## config.mk

```make
export PLATFORM = sky130hd
export DESIGN_NAME = alu_ctrl_sequencer
export DESIGN_NICKNAME = d
export VERILOG_FILES = /design/src/rtl/alu_ctrl_sequencer.sv
export SDC_FILE = /design/constraint.sdc
export NUM_CORES = 1
export LEC_CHECK = 0
export CAP_MARGIN = 30
export CELL_PAD_IN_SITES_DETAIL_PLACEMENT = 1
export CELL_PAD_IN_SITES_GLOBAL_PLACEMENT = 2
export CORE_UTILIZATION = 14
export DETAILED_ROUTE_END_ITERATION = 7
export HOLD_SLACK_MARGIN = 0.1
export PLACE_DENSITY = 0.74
export SKIP_CTS_REPAIR_TIMING = 1
export SLEW_MARGIN = 15
export SYNTH_ARGS = -nofsm -noshare
export SYNTH_HDL_FRONTEND = slang
export SYNTH_SLANG_ARGS = --single-unit
```

## constraint.sdc

```tcl
create_clock -name Clock -period 1.62 [get_ports Clock]
set_clock_uncertainty 0.05 [all_clocks]
set_input_delay 0.405 -clock Clock [delete_from_list [all_inputs] [get_ports Clock]]
set_output_delay 0.405 -clock Clock [all_outputs]
set_load 0.005 [all_outputs]
```

## src/rtl/alu_ctrl_sequencer.sv

```systemverilog
// Hard-wired fetch/execute control sequencer for the phase-1 datapath.
// Moore FSM stepping T0..T5; strobes decoded from state plus the opcode latched on T3 entry.
module alu_ctrl_sequencer #(
  parameter int unsigned OPW = 5
) (
  input  logic           Clock,
  input  logic           Reset_n,
  input  logic [31:0]    IR,
  input  logic           Stop,
  output logic           PCout,
  output logic           Zlowout,
  output logic           ZHighout,
  output logic           MDRout,
  output logic           MARin,
  output logic           Zin,
  output logic           PCin,
  output logic           MDRin,
  output logic           IRin,
  output logic           Yin,
  output logic           IncPC,
  output logic           Read,
  output logic           Gra,
  output logic           Grb,
  output logic           Grc,
  output logic           Rin,
  output logic           Rout,
  output logic [OPW-1:0] ALU_op,
  output logic           Run,
  output logic           Illegal
);

  localparam logic [OPW-1:0] OP_ADD  = OPW'(5'b00011);
  localparam logic [OPW-1:0] OP_SUB  = OPW'(5'b00100);
  localparam logic [OPW-1:0] OP_SHR  = OPW'(5'b00101);
  localparam logic [OPW-1:0] OP_SHL  = OPW'(5'b00110);
  localparam logic [OPW-1:0] OP_ROR  = OPW'(5'b00111);
  localparam logic [OPW-1:0] OP_ROL  = OPW'(5'b01000);
  localparam logic [OPW-1:0] OP_AND  = OPW'(5'b01001);
  localparam logic [OPW-1:0] OP_OR   = OPW'(5'b01010);
  localparam logic [OPW-1:0] OP_NEG  = OPW'(5'b10001);
  localparam logic [OPW-1:0] OP_NOT  = OPW'(5'b10010);
  localparam logic [OPW-1:0] OP_NOP  = OPW'(5'b11010);
  localparam logic [OPW-1:0] OP_HALT = OPW'(5'b11011);

  typedef enum logic [2:0] {
    S_RST,
    S_T0,
    S_T1,
    S_T2,
    S_T3,
    S_T4,
    S_T5,
    S_HALT
  } state_t;

  state_t         state;
  state_t         state_nxt;
  logic [OPW-1:0] op_q;
  logic           is_three;
  logic           is_two;
  logic           is_nop;
  logic           is_halt;

  // Register fields are consumed by the downstream select-and-encode logic, not here.
  logic unused_ir;
  assign unused_ir = ^IR[31-OPW:0];

  // State register; opcode captured on the T2 -> T3 edge only.
  always_ff @(posedge Clock) begin
    if (!Reset_n) begin
      state <= S_RST;
      op_q  <= '0;
    end else begin
      state <= state_nxt;
      if (state == S_T2) begin
        op_q <= IR[31 -: OPW];
      end
    end
  end

  // Opcode class decode of the latched opcode.
  always_comb begin
    is_three = 1'b0;
    is_two   = 1'b0;
    is_nop   = 1'b0;
    is_halt  = 1'b0;
    case (op_q)
      OP_ADD, OP_SUB, OP_SHR, OP_SHL,
      OP_ROR, OP_ROL, OP_AND, OP_OR:   is_three = 1'b1;
      OP_NEG, OP_NOT:                  is_two   = 1'b1;
      OP_NOP:                          is_nop   = 1'b1;
      OP_HALT:                         is_halt  = 1'b1;
      default: ;
    endcase
  end

  // Next-state and Moore strobe decode.
  always_comb begin
    state_nxt = state;
    PCout     = 1'b0;
    Zlowout   = 1'b0;
    ZHighout  = 1'b0;
    MDRout    = 1'b0;
    MARin     = 1'b0;
    Zin       = 1'b0;
    PCin      = 1'b0;
    MDRin     = 1'b0;
    IRin      = 1'b0;
    Yin       = 1'b0;
    IncPC     = 1'b0;
    Read      = 1'b0;
    Gra       = 1'b0;
    Grb       = 1'b0;
    Grc       = 1'b0;
    Rin       = 1'b0;
    Rout      = 1'b0;
    ALU_op    = '0;
    Run       = 1'b0;
    Illegal   = 1'b0;
    case (state)
      S_RST: begin
        state_nxt = S_T0;
      end
      S_T0: begin
        Run       = 1'b1;
        PCout     = 1'b1;
        MARin     = 1'b1;
        IncPC     = 1'b1;
        Zin       = 1'b1;
        state_nxt = S_T1;
      end
      S_T1: begin
        Run       = 1'b1;
        Zlowout   = 1'b1;
        PCin      = 1'b1;
        Read      = 1'b1;
        MDRin     = 1'b1;
        state_nxt = S_T2;
      end
      S_T2: begin
        Run       = 1'b1;
        MDRout    = 1'b1;
        IRin      = 1'b1;
        state_nxt = S_T3;
      end
      S_T3: begin
        Run = 1'b1;
        if (is_three || is_two) begin
          Grb       = 1'b1;
          Rout      = 1'b1;
          Yin       = 1'b1;
          state_nxt = S_T4;
        end else if (is_nop) begin
          state_nxt = S_T0;
        end else if (is_halt) begin
          state_nxt = S_HALT;
        end else begin
          Illegal   = 1'b1;
          state_nxt = S_T0;
        end
      end
      S_T4: begin
        Run       = 1'b1;
        Grc       = is_three;
        Grb       = is_two;
        Rout      = 1'b1;
        Zin       = 1'b1;
        ALU_op    = op_q;
        state_nxt = S_T5;
      end
      S_T5: begin
        Run       = 1'b1;
        Zlowout   = 1'b1;
        Gra       = 1'b1;
        Rin       = 1'b1;
        state_nxt = Stop ? S_HALT : S_T0;
      end
      S_HALT: begin
        state_nxt = S_HALT;
      end
      default: begin
        state_nxt = S_RST;
      end
    endcase
  end

endmodule

```

### Cells by drive strength

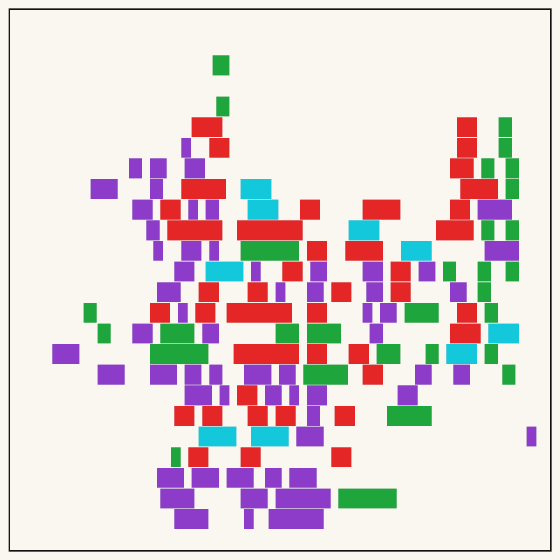
legend:
  green:
    size: _2 cells
    cells: 30
    share: 21%
  purple:
    size: _0 and _1 cells
    cells: 60
    share: 43%
  red:
    size: _3 and _4 cells
    cells: 41
    share: 29%
  cyan:
    size: _6 and larger
    cells: 9
    share: 6.4%
Area Growth Syn to Fin: 91.4%
final instance area: 1280 um^2
worst setup margin: -0.336 ns

### Port wiring

The bar under the picture is 20 um long.
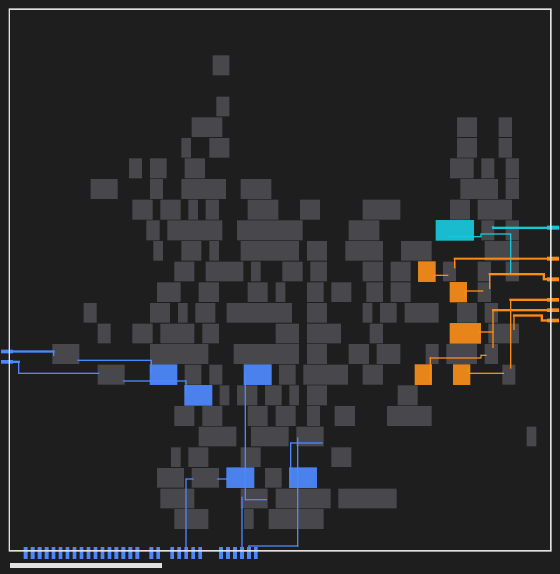
legend:
  orange:
    port: `ALU_op`
    bits: 5
    direction: output
    edge: east
    end_cells: 5
    wire: 79.2 um
  cyan:
    port: `MARin`
    bits: 1
    direction: output
    edge: east
    end_cells: 1
    wire: 21.0 um
  blue:
    port: `IR`
    bits: 32
    direction: input
    edge: 30 south, 2 west
    end_cells: 5
    wire: 107 um

### Placement view

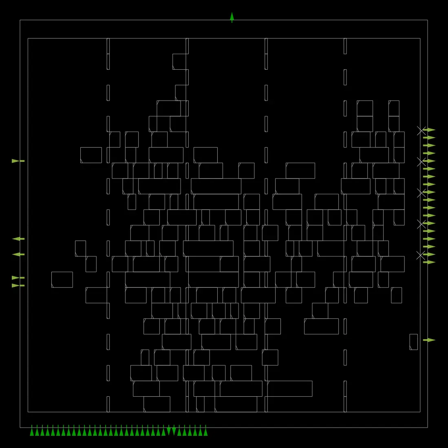
Flops: 8
Well Taps: 52
CORE AREA: 4470 um^2
FILL cells: 529
row cnt: 24

### Placed cells, one color a class

Fill, decap, tap and diode cells in gray.
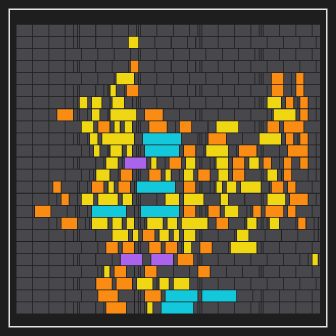
legend:
  purple:
    class: clock drivers
    cells: 3
  orange:
    class: remaining buffers and delay cells
    cells: 64
  yellow:
    class: combinational and other logic
    cells: 65
  cyan:
    class: sequential cells
    cells: 8
final core utilization: 28.7%
flop share of the area: 13.6%

==> flow_summary.toml <==
# generated from flow reports
[run_status]
status = "finished, violations left"
violations = "DRC, setup timing"

[synthesis]
muxShareOfSynthArea_pct = 7.46
synthAoiAreaFrac_pct = 13.1
syn_avg_cell_area_um2 = 7.71
synth_warnings = 0
xor_share_pct = 2.61

[grt]
antenna_found_initial = 0
grt_max_degree = 9
grt_pass1_wl_um = 3350

[final_timing]
finalSetupTns_ns = -1.19
setup_violations = 8
final_hold_viol_count = 0
fin_crit_sh_pct = 121
layout_setup_ws_ns = -0.336

[layout]
regMostFlops = "op_q"
top_regs = "op_q: 5 flops, state: 3 flops"
nClkBuffers = 3
bufAreaShareNonClock_pct = 38.6
instances_no_fill = 192

[worst_setup_path]
slowest_delay_ns = 0.37
crit_buf_inv = 2
startpoint = "op_q[0]$_SDFFE_PN0P_"
cp_slowest_cell = "dfxtp_4"

[pwr]
seq_power_share_pct = 32.7
cellInternalPower_mw = 0.498
p_leak_nw = 0.719
power.share.switching_pct = 26.0
power_leader = "the clock network"
pg_seq_mw = 0.220
pwr-share-clk_pct = 35.1

[drt]
post_drt_wl_per_cell_um = 12.0
firstDrtPassIters = 6
drc = 5
ant_nets = 0
met2_length_um = 1160

[placement]
place_congestion = 0.715
placed_cell_area_um2 = 1140
dp_hpwl_um = 1700

[flow_run]
warnings = 54

[clocking]
cts_tree = "built"
cts.clk_slew.worst_paths_ns = 0.04

[die]
fp_util_pct = 15.0
Power figures rest on the tool's default switching activity, not on a simulated workload.
